Fig. 1: sequential cells grouped by signal name
Scale: 3 px per µm. Other sequential cells in the stronger gray, the rest of the logic in the fainter gray.
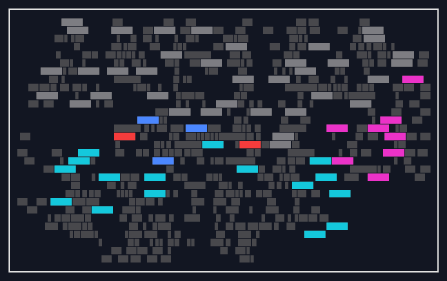
Fig. 2: the clock network
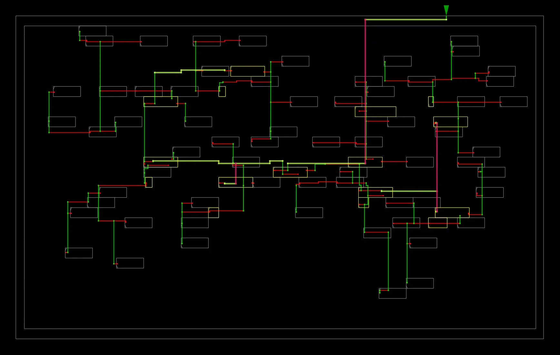
Fig. 3: local utilization
Scale: 3 px per µm. 14 x 9 tiles, from black (low) to pale yellow (high), 0 to 100% covered.
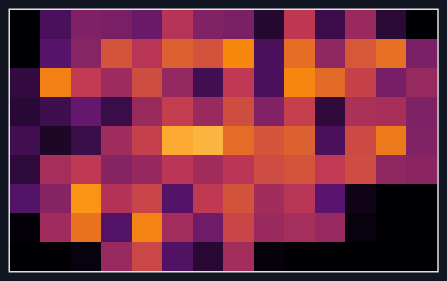
$ cat src/rtl/fifo_burst_reader.sv
// Read-side burst master: drains an attached FIFO in full bursts of
// BURST_LENGTH words, or in a partial burst once data has waited
// timeout_cycles, presenting each word on a registered valid/ready
// stream with a last marker on the final word of the burst.
module fifo_burst_reader #(
  parameter int unsigned WIDTH        = 8,
  parameter int unsigned DEPTH        = 4,
  parameter int unsigned DEPTH_LOG2   = $clog2(DEPTH),
  parameter int unsigned BURST_LENGTH = 4,
  parameter int unsigned TIMER_WIDTH  = 16,
  parameter int unsigned COUNT_WIDTH  = 16
) (
  input  logic                   clock,
  input  logic                   resetn,
  input  logic                   enable,
  input  logic [TIMER_WIDTH-1:0] timeout_cycles,
  input  logic                   fifo_empty,
  input  logic [DEPTH_LOG2:0]    fifo_level,
  output logic                   fifo_read_enable,
  input  logic [WIDTH-1:0]       fifo_read_data,
  output logic                   out_valid,
  output logic [WIDTH-1:0]       out_data,
  output logic                   out_last,
  input  logic                   out_ready,
  output logic                   busy,
  output logic [COUNT_WIDTH-1:0] burst_count,
  output logic [COUNT_WIDTH-1:0] partial_count
);

  localparam int unsigned       LVL_W     = DEPTH_LOG2 + 1;
  // A burst can never be longer than the FIFO can hold.
  localparam int unsigned       BURST_EFF = (BURST_LENGTH > DEPTH) ? DEPTH : BURST_LENGTH;
  localparam logic [LVL_W-1:0]  BURST_LVL = LVL_W'(BURST_EFF);

  typedef enum logic [1:0] {
    IDLE  = 2'd0,
    WAIT  = 2'd1,
    BURST = 2'd2
  } state_e;

  state_e                 state_q, state_d;
  logic [TIMER_WIDTH-1:0] timer_q, timer_d;
  logic [TIMER_WIDTH:0]   timer_inc;
  logic [LVL_W-1:0]       remaining_q, remaining_d;
  logic                   partial_q, partial_d;
  logic                   out_valid_q, out_valid_d;
  logic [WIDTH-1:0]       out_data_q, out_data_d;
  logic                   out_last_q, out_last_d;
  logic                   out_partial_q, out_partial_d;
  logic [COUNT_WIDTH-1:0] burst_count_q, burst_count_d;
  logic [COUNT_WIDTH-1:0] partial_count_q, partial_count_d;
  logic                   pop;

  assign timer_inc = {1'b0, timer_q} + (TIMER_WIDTH+1)'(1);

  // Next-state, pop decision, output register and statistics update.
  always_comb begin
    state_d         = state_q;
    timer_d         = timer_q;
    remaining_d     = remaining_q;
    partial_d       = partial_q;
    out_valid_d     = out_valid_q;
    out_data_d      = out_data_q;
    out_last_d      = out_last_q;
    out_partial_d   = out_partial_q;
    burst_count_d   = burst_count_q;
    partial_count_d = partial_count_q;
    pop             = 1'b0;

    case (state_q)
      IDLE: begin
        timer_d = '0;
        if (enable && !fifo_empty) state_d = WAIT;
      end
      WAIT: begin
        timer_d = timer_q + TIMER_WIDTH'(1);
        if (!enable) begin
          state_d = IDLE;
          timer_d = '0;
        end else if (fifo_level >= BURST_LVL) begin
          state_d     = BURST;
          remaining_d = BURST_LVL;
          partial_d   = 1'b0;
          timer_d     = '0;
        end else if ((timeout_cycles != '0) && (timer_inc >= {1'b0, timeout_cycles})) begin
          state_d     = BURST;
          remaining_d = fifo_level;
          partial_d   = 1'b1;
          timer_d     = '0;
        end
      end
      BURST: begin
        // Pop only when the output register is free or being drained now.
        pop = resetn && (remaining_q != '0) && (!out_valid_q || out_ready);
        if (pop) remaining_d = remaining_q - LVL_W'(1);
        if ((pop && (remaining_q == LVL_W'(1))) || (remaining_q == '0)) state_d = IDLE;
      end
      default: state_d = IDLE;
    endcase

    if (out_valid_q && out_ready) begin
      out_valid_d   = 1'b0;
      out_data_d    = '0;
      out_last_d    = 1'b0;
      out_partial_d = 1'b0;
      if (out_last_q) begin
        burst_count_d = burst_count_q + COUNT_WIDTH'(1);
        if (out_partial_q) partial_count_d = partial_count_q + COUNT_WIDTH'(1);
      end
    end

    // A refill in the same cycle as an accept takes precedence over the clear.
    if (pop) begin
      out_valid_d   = 1'b1;
      out_data_d    = fifo_read_data;
      out_last_d    = (remaining_q == LVL_W'(1));
      out_partial_d = partial_q;
    end
  end

  // State and datapath registers with synchronous active-low reset.
  always_ff @(posedge clock) begin
    if (!resetn) begin
      state_q         <= IDLE;
      timer_q         <= '0;
      remaining_q     <= '0;
      partial_q       <= 1'b0;
      out_valid_q     <= 1'b0;
      out_data_q      <= '0;
      out_last_q      <= 1'b0;
      out_partial_q   <= 1'b0;
      burst_count_q   <= '0;
      partial_count_q <= '0;
    end else begin
      assert (!(pop && fifo_empty));
      state_q         <= state_d;
      timer_q         <= timer_d;
      remaining_q     <= remaining_d;
      partial_q       <= partial_d;
      out_valid_q     <= out_valid_d;
      out_data_q      <= out_data_d;
      out_last_q      <= out_last_d;
      out_partial_q   <= out_partial_d;
      burst_count_q   <= burst_count_d;
      partial_count_q <= partial_count_d;
    end
  end

  assign fifo_read_enable = pop;
  assign out_valid        = out_valid_q;
  assign out_data         = out_data_q;
  assign out_last         = out_last_q;
  assign busy             = (state_q != IDLE);
  assign burst_count      = burst_count_q;
  assign partial_count    = partial_count_q;

endmodule
$ cat config.mk
export PLATFORM = sky130hd
export DESIGN_NAME = fifo_burst_reader
export DESIGN_NICKNAME = d
export VERILOG_FILES = /design/src/rtl/fifo_burst_reader.sv
export SDC_FILE = /design/constraint.sdc
export NUM_CORES = 1
export LEC_CHECK = 0
export CORE_ASPECT_RATIO = 0.6
export CORE_MARGIN = 2
export CORE_UTILIZATION = 30
export CTS_CLUSTER_DIAMETER = 120
export CTS_CLUSTER_SIZE = 20
export DETAILED_ROUTE_END_ITERATION = 8
export GPL_TIMING_DRIVEN = 1
export PLACE_DENSITY = 0.49
export SYNTH_ARGS = -nofsm -noshare
export SYNTH_HDL_FRONTEND = slang
export SYNTH_SLANG_ARGS = --single-unit
$ cat constraint.sdc
create_clock -name clock -period 5.65 [get_ports clock]
set_input_delay 1.695 -clock clock [delete_from_list [all_inputs] [get_ports clock]]
set_output_delay 1.695 -clock clock [all_outputs]
set_load 0.02 [all_outputs]
==> results.json <==
{
  "fin_crit_sh": 0.893,
  "cp_cell_sequence": "clkdlybuf4s50_1 -> nand2b_1 -> nand2_1 -> nor3_1 -> clkdlybuf4s50_1",
  "worstHoldStart": "remaining_q[1]",
  "required_ps": 3950,
  "setup_violations": 0,
  "chip_area_um2": 12400,
  "routabilityCongestion": 0.757,
  "clockRootBuffer": "clkbuf_16",
  "hold_end": "remaining_q[1]",
  "outcome": "finished, final reports clean",
  "tns_ps": 0,
  "max_stage_delay_ps": 700,
  "ys_ff": 65,
  "cp.depth": 5,
  "power_per_cell_area_nw_per_um2": 230,
  "path_buffers": 2,
  "num_vias": 3025,
  "synthTopCellsByCount": "65 x dfxtp_1, 47 x nor2_1, 31 x nand2_1",
  "post_cts_resized": 0,
  "grt_pass1_vias": 2774,
  "yosysSeqAreaShare": 0.377,
  "critPathLaunch": "out_ready",
  "cts.sinks": 65,
  "r2r-end": "timer_q[2]",
  "r2r_cells": 13,
  "die_h_um": 87.0,
  "viasPerCell": 4.82,
  "antenna_found_initial": 0,
  "endpoint": "fifo_read_enable",
  "num_io_pins": 76,
  "cts_hold_buf": 0,
  "finalNetCount": 533,
  "fin_crit_ps": 5040,
  "grt-ovfl-total": 0,
  "cts_setup_buffers": 0,
  "n_fill_cell": 1137,
  "grt_util_met3": 0.0352,
  "coreArea_um2": 11300,
  "finalPower_mw": 1.07,
  "hold_viol": 0,
  "syn2layout_area_growth_pct": 34.8,
  "tool_warnings": 27,
  "most_common_cell": "dfxtp_1",
  "holdPathStages": 2,
  "critPathLaunchType": "primary input",
  "cts_tree": "built",
  "htreeDepth": 3,
  "use_met1": 0.234,
  "drc_errors": 0,
  "worstSetupPathType": "primary input to output pin",
  "grt_use_total": 0.148,
  "crit_top_cell": "clkdlybuf4s50_1",
  "portBuffers": 75,
  "wire_per_inst_um": 14.1,
  "antenna_cells": 0,
  "synthesis.area_um2": 3450,
  "rsz0062_at_grt": "false",
  "met2_usage": 0.194,
  "top_area_frac": 0.377,
  "hold_class": "flop to flop",
  "edf_count": 0,
  "worstMarginPinSlew_ps": 891,
  "placedCellCount": 612,
  "topCellsByArea": "dfxtp_1 38%, ha_1 8.0%, xnor2_1 5.6%, nor2_1 5.1%, xor2_1 4.6%",
  "fin_cells": 628,
  "maxSlewViolCount": 0,
  "r2r_slack_ps": 1630,
  "synth_cells": 402,
  "grt_pass1_wl_um": 14400,
  "synth-area-yosys_um2": 3450,
  "die-width_um": 142,
  "flop_cell": "dfxtp_1",
  "max_slew_margin": 0.406,
  "top_usage_layer": "met1",
  "first_pass_iters": 7,
  "rows": 30,
  "p_leak_nw": 1.75,
  "drtIter0Drc": 136,
  "logic_area_um2": 1990,
  "ys_cells": 402,
  "yosysWarnings": 0,
  "top_area_cell": "dfxtp_1",
  "endpoint_kind": "output pin",
  "fin_skew_ps": 6.81,
  "path_clk_slew_ps": 50,
  "synth_cell_types": 50,
  "clockBufferDepth": 2
}
Notes on Fig. 1 above:
- `out_data`: magenta (flops 8; where right middle)
- `timer_q`: cyan (flops 16)
- `state_q`: red (flops 2)
- `remaining_q`: blue (flops 3)
- not colored: 36

Notes on Fig. 2 above:
Worst-Skew Late Latency: 330 ps
cts bufs inserted: 9
clk pwr: 0.547 mW

Notes on Fig. 3 above:
- tiles over 75% full: 2.4%
- mean over tiles: 36%
- nearly empty tiles: 13%

[routing by layer]
metal	part of all wire	up-vias
met4	0.0077	0
met2	0.37	66
met3	0.048	7
li1	-	1576
met5	0	-
met1	0.58	1376
[cell usage in the layout, fill, tap and decap left out, drive strengths merged, types with 12 or more instances in the layout]
cell,count
o21ai,12
xnor2,22
nor2,48
xor2,18
inv,27
ha,22
clkdlybuf4s50,75
nand3,21
nand4,15
a21oi,17
dfxtp,65
nand2,31
[sequential cells by signal, indices dropped and copies added, names as in the netlist]
register and flops:
burst_count 16, partial_q 1, partial_count 16, timer_q 16, out_last 1, out_data 8
out_valid 1, out_partial_q 1, remaining_q 3, state_q 2
[final cells by class]
type	count	share of cell area
flip-flops and latches	65	0.280
repair buffers	78	0.166
clock inverters	5	0.0118
well taps	144	0.0388
multi-input cells	298	0.429
clock buffers	11	0.0522
inverters	27	0.0218
[where the power goes]
group          internal, mW  switching [mW]  total (mW)  leakage (nW)
Combinational        0.0302          0.0288      0.0590          1.08
Sequential            0.460        0.000939       0.461         0.524
Clock                 0.352           0.196       0.547         0.142
Total                 0.842           0.225        1.07          1.75
[kinds of logic after synthesis]
| group | share of synthesized area |
|---|---|
| flip-flops | 0.377 |
| multiplexers | 0.00871 |
| AND-OR/OR-AND | 0.151 |
| AND/OR/NAND/NOR | 0.238 |
| buffers and inverters | 0.0439 |
| XOR/XNOR | 0.102 |
| adder cells (fa/ha/maj) | 0.0799 |
[per-stage QoR]
step	utilization	setup WS, ps	instance area, µm²	hold slack, ps
after floorplan	-	1400	3450	438
after global routing	0.413	469	4650	508
after detailed placement	0.386	607	4350	458
after global placement	0.386	640	4350	448
after CTS	0.413	597	4650	466
final	0.413	607	4650	459
Power figures rest on the tool's default switching activity, not on a simulated workload.
